File: src/rtl/mem_bus_ctrl.sv
// Two-master round-robin memory bus controller with one-hot
// region chip selects and per-region wait states.
module mem_bus_ctrl #(
  parameter logic [3:0] WS0 = 4'd0,
  parameter logic [3:0] WS1 = 4'd1,
  parameter logic [3:0] WS2 = 4'd2,
  parameter logic [3:0] WS3 = 4'd3
) (
  input  logic        clk,
  input  logic        rst,
  input  logic        m0_req,
  input  logic        m0_we,
  input  logic [15:0] m0_addr,
  input  logic [15:0] m0_wdata,
  output logic        m0_ack,
  output logic [15:0] m0_rdata,
  input  logic        m1_req,
  input  logic        m1_we,
  input  logic [15:0] m1_addr,
  input  logic [15:0] m1_wdata,
  output logic        m1_ack,
  output logic [15:0] m1_rdata,
  output logic [15:0] bus_addr,
  output logic [15:0] bus_wdata,
  output logic        bus_we,
  output logic        bus_re,
  output logic        CS0,
  output logic        CS1,
  output logic        CS2,
  output logic        CS3,
  input  logic [15:0] bus_rdata
);

  typedef enum logic [1:0] {
    IDLE   = 2'd0,
    ACCESS = 2'd1,
    DONE   = 2'd2
  } state_e;

  state_e      state_q, state_d;
  logic        ptr_q, ptr_d;
  logic        gnt_q, gnt_d;
  logic [3:0]  cnt_q, cnt_d;
  logic [15:0] addr_q, addr_d;
  logic [15:0] wdata_q, wdata_d;
  logic        we_q, we_d;
  logic [15:0] rd0_q, rd0_d;
  logic [15:0] rd1_q, rd1_d;
  logic        sel;
  logic [3:0]  cs;

  function automatic logic [3:0] ws_of(input logic [1:0] r);
    logic [3:0] w;
    unique case (r)
      2'd0:    w = WS0;
      2'd1:    w = WS1;
      2'd2:    w = WS2;
      default: w = WS3;
    endcase
    return w;
  endfunction

  always_comb begin
    state_d = state_q;
    ptr_d   = ptr_q;
    gnt_d   = gnt_q;
    cnt_d   = cnt_q;
    addr_d  = addr_q;
    wdata_d = wdata_q;
    we_d    = we_q;
    rd0_d   = rd0_q;
    rd1_d   = rd1_q;
    sel     = 1'b0;
    unique case (state_q)
      IDLE: begin
        if (m0_req || m1_req) begin
          // On a tie the master not granted last wins.
          sel     = (m0_req && m1_req) ? ~ptr_q : m1_req;
          gnt_d   = sel;
          addr_d  = sel ? m1_addr  : m0_addr;
          wdata_d = sel ? m1_wdata : m0_wdata;
          we_d    = sel ? m1_we    : m0_we;
          cnt_d   = ws_of(addr_d[15:14]);
          state_d = ACCESS;
        end
      end
      ACCESS: begin
        if (cnt_q == 4'd0) begin
          state_d = DONE;
          if (!we_q) begin
            if (gnt_q) rd1_d = bus_rdata;
            else       rd0_d = bus_rdata;
          end
        end else begin
          cnt_d = cnt_q - 4'd1;
        end
      end
      DONE: begin
        ptr_d   = gnt_q;
        state_d = IDLE;
      end
      default: state_d = IDLE;
    endcase
  end

  always_ff @(posedge clk) begin
    if (rst) begin
      state_q <= IDLE;
      ptr_q   <= 1'b1;
      gnt_q   <= 1'b0;
      cnt_q   <= 4'd0;
      addr_q  <= 16'h0000;
      wdata_q <= 16'h0000;
      we_q    <= 1'b0;
      rd0_q   <= 16'h0000;
      rd1_q   <= 16'h0000;
    end else begin
      state_q <= state_d;
      ptr_q   <= ptr_d;
      gnt_q   <= gnt_d;
      cnt_q   <= cnt_d;
      addr_q  <= addr_d;
      wdata_q <= wdata_d;
      we_q    <= we_d;
      rd0_q   <= rd0_d;
      rd1_q   <= rd1_d;
    end
  end

  always_comb begin
    cs = 4'b0000;
    if (state_q == ACCESS) begin
      unique case (addr_q[15:14])
        2'd0:    cs = 4'b0001;
        2'd1:    cs = 4'b0010;
        2'd2:    cs = 4'b0100;
        default: cs = 4'b1000;
      endcase
    end
  end

  assign CS0       = cs[0];
  assign CS1       = cs[1];
  assign CS2       = cs[2];
  assign CS3       = cs[3];
  assign bus_we    = (state_q == ACCESS) &&  we_q;
  assign bus_re    = (state_q == ACCESS) && !we_q;
  assign bus_addr  = addr_q;
  assign bus_wdata = wdata_q;
  assign m0_ack    = (state_q == DONE) && !gnt_q;
  assign m1_ack    = (state_q == DONE) &&  gnt_q;
  assign m0_rdata  = rd0_q;
  assign m1_rdata  = rd1_q;

endmodule

File: config.mk
export PLATFORM = sky130hd
export DESIGN_NAME = mem_bus_ctrl
export DESIGN_NICKNAME = d
export VERILOG_FILES = /design/src/rtl/mem_bus_ctrl.sv
export SDC_FILE = /design/constraint.sdc
export NUM_CORES = 1
export LEC_CHECK = 0
export ABC_AREA = 1
export ABC_CLOCK_PERIOD_IN_PS = 1150
export CORE_ASPECT_RATIO = 0.5
export CORE_MARGIN = 1.5
export CORE_UTILIZATION = 37
export CTS_CLUSTER_DIAMETER = 40
export CTS_CLUSTER_SIZE = 12
export DETAILED_ROUTE_END_ITERATION = 10
export GPL_TIMING_DRIVEN = 0
export PLACE_DENSITY = 0.77
export SLEW_MARGIN = 20
export SYNTH_ARGS = -nofsm -noshare
export SYNTH_HDL_FRONTEND = slang
export SYNTH_SLANG_ARGS = --single-unit
File: constraint.sdc
create_clock -name clk -period 1.15 [get_ports clk]
set_input_delay 0.1725 -clock clk [delete_from_list [all_inputs] [get_ports clk]]
set_output_delay 0.1725 -clock clk [all_outputs]
set_load 0.01 [all_outputs]
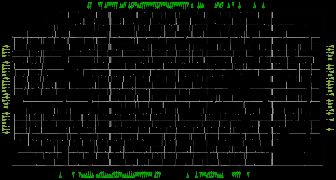
Run 1: placed standard cells
Flops: 73
Util after Layout: 66.3%
CORE AREA: 0.00865 mm²
flop share of the area: 25.8%

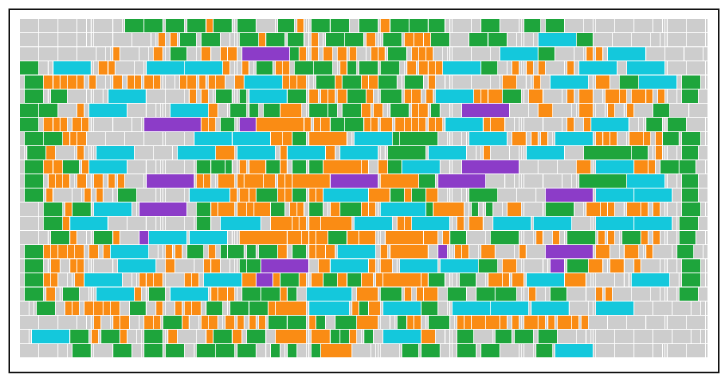
Run 1: cell classes on the final placement
Fill, decap, tap and diode cells in grey.
[green] remaining buffers and delay cells | cells: 204
[purple] clock drivers and dummy loads | cells: 16
[orange] remaining logic cells | cells: 359
[cyan] registers | cells: 73
Design Area, Final: 0.00573 mm²
Rows: 24

==> impl_metrics.csv, run 1 <==
group,metric,value,unit
place,hpwl,6810,µm
run_status,status,"finished, violations left",
floorplan,die_h,69.6,µm
floorplan,die_width,136,µm
finish,clock_area_share,5.59,%
critical_path,rr_endpoint,"cnt_q[0]$_SDFFE_PP0P_",
critical_path,timing.rr.start,"cnt_q[0]$_SDFFE_PP0P_",
pwr,p_leak,0.00270,µW
critical_path,startpoint_type,"register",
place,place_congestion,0.760,
cts,cts_tree,"yes",
yosys,ys.flops,73,
sta,hold_ws,0.215,ns
yosys,yosys-stat-area,0.00329,mm²
sta,maxSlewViolCount,0,
finish,ff_latch_area,0.00148,mm²
pwr,ir_drop,1070,µV
yosys,topCellsByArea,"dfxtp_1, nand2_1, nand3_1",
cts,cts_buffer_depth,2,
routing,drtIter0Drc,147,
global_routing,grt_use_total,21.4,%
critical_path,critPathKind,"register to register",
finish,inverters_excl_clock,16,
critical_path,slowest_stage,"dfxtp_2",
run,warnings,30,
sta,setup_viol,74,
cts,cts_sinks,73,
sta,fin_ws,-0.234,ns
sta,fin_setup_tns,-9.99,ns
critical_path,reg2regPathDepth,9,
yosys,synth_nets,547,
cts,root_buffer,"clkbuf_16",
yosys,top_area_cell,"dfxtp_1",
worst_hold_path,hp-start,"rst",
sta,hold_viol,0,
yosys,flop_cell,"dfxtp_1",
yosys,ys_seq_share,44.5,%
critical_path,cpMostUsedCell,"nand2_8",
routing,via_per_inst,4.64,
floorplan,taps,117,
critical_path,endpoint,"cnt_q[0]$_SDFFE_PP0P_",
finish,comb_share,31.7,%
global_routing,antenna_found_initial,0,
cts,clk_pin_slew_worst_paths,0.06,ns
floorplan,fp_util,38.0,%
critical_path,r2r_slack,-0.23,ns
yosys,edf_count,0,
place,port_buffers,155,
cts,cts_made_buffers,9,
finish,buffers,204,
critical_path,cp_slowest_stage_delay,0.33,ns
finish,drive_gt1_share,17.8,%
finish,nClkBuffers,9,
sta,min_period,1.38,ns
pwr,power,9190,µW
cts,clk_latency,0.33,ns
finish,area_delta_synth_final,74.5,%
finish,largest_class,"buffers",
global_routing,grt_max_degree,14,
worst_hold_path,hold_end,"m0_rdata[3]$_SDFFE_PP0P_",
yosys,top_cell,"nand2_1",
worst_hold_path,hold_path_class,"primary input to register",
finish,fillers,732,
critical_path,crit_arrival,1.60,ns
yosys,yosys_warnings,0,
yosys,common_cells,"nand2_1, nor2_1, dfxtp_1",
finish,comb.multi_input.count,343,
yosys,yosys-stat-cells,459,
critical_path,path_cells,"inv_2 -> ha_4 -> nand2_8 -> buf_4 -> buf_6 -> nand2_8 -> nand2_8 -> o21ai_0 -> nor2_1",
yosys,postSynthAreaPerCell,7.16,µm²
run_status,failed_checks,"negative setup slack",
worst_hold_path,hold_path_depth,3,
run,cap_violations,0,
critical_path,cp-startpoint,"cnt_q[0]$_SDFFE_PP0P_",
sta,fin_skew,0.00542,ns
critical_path,cp_data_required_time,1.37,ns
cts,htree_levels,3,
critical_path,crit_fanout,8,
sta,worst_pin_slew,0.495,ns
pwr,pwr_density_cell,1600,mW/mm²
yosys,synthDistinctLibCells,25,
routing,postRouteAntennaNets,0,
global_routing,grt-ovfl-total,0,
finish,bufAreaShareNonClock,33.0,%
place,place_area,0.00500,mm²
yosys,async_flop_share,0,%
global_routing,grt_pass1_vias,3508,
floorplan,design.die.area,0.00949,mm²
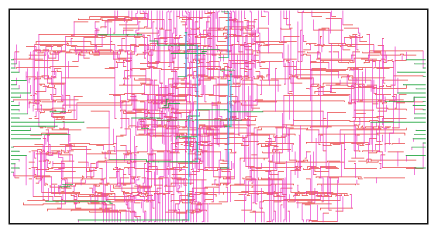
Run 1: signal wires by layer
[magenta] M2 | wire length: 5,040 µm
[red] M1 | wire length: 4,480 µm
[cyan] M4 | wire length: 147 µm
[green] M3 | wire length: 491 µm
routed wire length: 10,200 µm
vias: 3,567
WL/cell: 13.2 µm

run 1: state kept, by name (all words and copies together), names as in the netlist:
name and count:
bus_addr 16, bus_wdata 16, cnt_q 4, gnt_q 1
m0_rdata 16, m1_rdata 16, ptr_q 1, state_q 2
we_q 1
run 1: logic make-up (layout without fill, tap and decap cells):
kind of cell	after synthesis	after routing	share of synthesized area, %
buf+inv	43	236	7.08
flops	73	73	44.5
simple gates	297	297	38.3
fa+ha+maj	2	2	0.761
compound gates	44	44	9.37
run 1: cell usage in the layout, fill, tap and decap left out, drive strengths merged, types with 3 or more instances in the layout:
master	n
nand3	64
o21bai	32
dfxtp	73
nand2	143
clkbuf	24
o21ai	5
o22ai	3
clkdlybuf4s15	19
nor3	6
buf	45
dlygate4sd2	42
inv	14
nor2	81
clkdlybuf4s50	83
clkinv	6
a21oi	4
run 1: repair_timing:
action,CTS,global route
gates cloned,0,2
pin swaps,5,14
setup buffers,16,6
endpoints found under the setup margin,141,99
resized,149,48
run 1: critical path: cells and delay by family, from the launching register on:
family | cells | cell delay, ns
simple gates | 4 | 0.27
fa+ha+maj | 1 | 0.16
compound gates | 1 | 0.17
flops | 1 | 0.33
buf+inv | 3 | 0.34
run 1: power by group:
part           switching [µW]  internal [µW]  total (µW)
sequential                228           2890        3120
combinational            1570           1540        3110
clock                    1070           1900        2970
total                    2870           6320        9190
run 1: metal layers:
metal | GRT usage [%] | vias up | wire (µm)
met5 | 0 | - | 0
met3 | 5.04 | 13 | 490
met2 | 36.7 | 97 | 5040
met1 | 26.3 | 1609 | 4480
li1 | - | 1848 | -
met4 | 7.21 | 0 | 146
run 1: stage by stage:
step                instances  setup WS, ns
detailed placement        731        -0.499
CTS                       763        -0.210
finish                    769        -0.234
global route              769        -0.292
floorplan                 459       -0.0525
global placement          731        -0.508
==> inputs of run 2 (changes only) <==
- CORE_UTILIZATION: 37 -> 50
- DONT_BUFFER_PORTS: not set -> 1
- PLACE_DENSITY: 0.77 -> 0.68
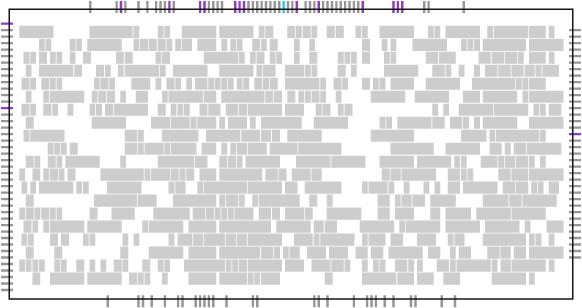
Run 2: pin placement
Pins as bars across the die edge, other pins in grey.
[purple] `bus_wdata` | pins: 16 | direction: output | edge: 13 top, 2 left, 1 right
[cyan] `m0_req` | pins: 1 | direction: input | edge: top
die width: 118 µm
IO Port Bufs: 0
die span in y: 60.3 µm

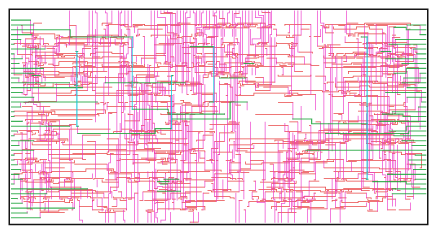
Run 2: signal wires by layer
[green] M3 | wire length: 747 µm
[red] M1 | wire length: 4,000 µm
[magenta] M2 | wire length: 4,360 µm
[cyan] M4 | wire length: 112 µm
vias: 3,136
WL/cell: 15.4 µm
All-Layer GR Usage: 24.7%
routed wire length: 9220 µm

==> run 2 against run 1 <==
Compared with the run above:
- the run still ends with negative setup slack left
- clock power down 6%
- power down 9.4%
- worst setup slack better by 0.031 ns
- sequential share of layout area up 7.5 points
- synthesized area unchanged
- first-iteration DRC count up 61%
- register-to-register slack better by 0.03 ns
- design area down 22%
- combinational power down 29%
- global-route usage up 3.4 points
- count of clock-buffer cells in the layout up 3
- largest power group unchanged
==> impl_metrics.csv, run 2 <==
group,metric,value,unit
run_status,status,"finished, violations left",
run_status,failed_checks,"negative setup slack",
global_routing,grt-ovfl-total,0,
finish,area_delta_synth_final,35.5,%
yosys,synth_nets,547,
critical_path,startpoint_type,"register",
cts,cts_setup_buffers,11,
sta,fin_skew,0.00464,ns
sta,min_period,1.35,ns
global_routing,gr-max-usage-layer,"met2",
yosys,top_area_cell,"dfxtp_1",
yosys,edf_count,0,
yosys,ys_seq_share,44.5,%
yosys,top_area_share,44.5,%
global_routing,grtUsageMet1,30.2,%
yosys,flop_cell,"dfxtp_1",
yosys,ys_sh_xor,0,%
yosys,async_flop_share,0,%
yosys,common_cells,"nand2_1, nor2_1, dfxtp_1",
routing,drtIter0Drc,237,
yosys,yosys-stat-cells,459,
worst_hold_path,hold_path_depth,2,
global_routing,gr-usage-met3,10.2,%
routing,routed-wl-met3,746,µm
run,cap_violations,0,
finish,fillers,504,
sta,maxSlewViolCount,0,
routing,route.met2.wl,4360,µm
pwr,p_leak,0.00200,µW
sta,rsz0062_at_grt,"yes",
yosys,top_cell,"nand2_1",
global_routing,grt_pass1_vias,2770,
yosys,logic_family,"simple AND/OR/NAND/NOR gates",
yosys,compound_area_share,9.37,%
cts,holdBufCountCts,13,
cts,root_buffer,"clkbuf_16",
cts,post_cts_resized,62,
global_routing,use_met2,40.8,%
place,place_area,0.00342,mm²
sta,slew_headroom,69.7,%
critical_path,reg2regPathDepth,8,
finish,layout_top_cells,"nand2_1, dfxtp_1, nor2_1",
yosys,ys_sh_adder,0.762,%
routing,drc,0,
routing,via_per_inst,5.24,
sta,worst_pin_slew,0.455,ns
yosys,synthDistinctLibCells,25,
run,warnings,30,
critical_path,crit_fanout,9,
critical_path,cp_data_required_time,1.37,ns
global_routing,grt_max_degree,12,
floorplan,io_pins,158,
cts,cts_sinks,73,
sta,fin_ws,-0.204,ns
place,hpwl,5750,µm
critical_path,r2r_slack,-0.20,ns
finish,drive_gt1_share,22.5,%
critical_path,critPathKind,"register to register",
sta,max_freq,739,MHz
sta,setup_viol,75,
floorplan,design.die.area,0.00710,mm²
sta,fin_setup_tns,-8.77,ns
routing,m1WireLength,4000,µm
yosys,topCellsByArea,"dfxtp_1, nand2_1, nand3_1",
yosys,synthesis.area,0.00329,mm²
floorplan,row_count,20,
yosys,synthCells,459,
yosys,postSynthAreaPerCell,7.16,µm²
worst_hold_path,hold_path_class,"primary input to register",
cts,cts_made_buffers,9,
finish,stdcell_area,0.00445,mm²
yosys,ys.flops,73,
yosys,synth.mux.area_fraction,0,%
floorplan,coreArea,0.00621,mm²
pwr,pwr_density_cell,1870,mW/mm²
cts,clk_pin_slew_worst_paths,0.06,ns
finish,layout_top_cell,"nand2_1",
cts,htree_levels,3,
cts,clk_latency,0.33,ns
floorplan,fp_util,52.9,%
pwr,ir_drop,1020,µV
routing,postRouteAntennaNets,0,
global_routing,antenna_found_initial,0,
critical_path,end_kind,"register",
cts,cts_buffer_depth,2,
sta,fin_crit_sh,118,%
critical_path,crit_arrival,1.58,ns
yosys,synth-simple-area-share,38.3,%
global_routing,grt_first_pass_wirelength,13600,µm
finish,diodes,0,
cts,cts_tree,"yes",
sta,hold_viol,0,
yosys,yosys-stat-area,0.00329,mm²
routing,topRoutingLayerUsed,"met4",
routing,first_pass_iters,4,
yosys,yosys_warnings,0,
finish,final_core_util,71.8,%
place,place_congestion,0.795,
finish,fin_nets,595,
## run 2: cell counts after synthesis
No cell type changed its count.
## run 2: worst paths after layout
kind | start | end
max | cnt_q[1]$_SDFFE_PP0P_ | m1_rdata[8]$_SDFFE_PP0P_
min | bus_rdata[15] | m0_rdata[15]$_SDFFE_PP0P_
max reg2reg | cnt_q[1]$_SDFFE_PP0P_ | m1_rdata[8]$_SDFFE_PP0P_
min reg2reg | bus_addr[6]$_SDFFE_PP0P_ | bus_addr[6]$_SDFFE_PP0P_
## run 2: cell type report
class | count | area [µm²] | area share [%]
Multi-Input combinational cell | 343 | 1830 | 41.0
Inverter | 16 | 90.1 | 2.02
Tap cell | 88 | 110 | 2.47
Buffer | 27 | 226 | 5.09
Clock buffer | 12 | 256 | 5.76
Sequential cell | 73 | 1480 | 33.3
Clock inverter | 3 | 40.0 | 0.899
Timing Repair Buffer | 37 | 423 | 9.50
## run 2: worst max-delay path, cell delays in order (launching register included)
cell and delay [ns]:
dfxtp_2 0.33, inv_2 0.08, ha_4 0.14, nand2_4 0.06
nor2_8 0.16, nand2_8 0.12, clkbuf_16 0.18, o21bai_1 0.13
nor2_1 0.05
## run 2: cells by family after synthesis
| group | Yosys count |
|---|---|
| and+or+nand+nor | 297 |
| DFF | 73 |
| AOI/OAI and AO/OA | 44 |
| buffers and inverters | 43 |
| adders and majority gates | 2 |
## run 2: per-stage QoR
stage                     setup WS (ns)  instances  hold slack [ns]  power [µW]
after global routing             -0.281        599           0.0222        8730
after detailed placement         -0.182        547            0.334        4760
final                            -0.204        599          0.00620        8330
after global placement           -0.166        547            0.328        4730
after CTS                        -0.168        586          0.00145        7940
after floorplan                 -0.0525        459            0.323        4440
## run 2: report_power, final
part	switching, µW	internal, µW	total (µW)
logic	1190	1000	2200
clock network	1010	1780	2790
registers	443	2900	3340
Power figures rest on the tool's default switching activity, not on a simulated workload.
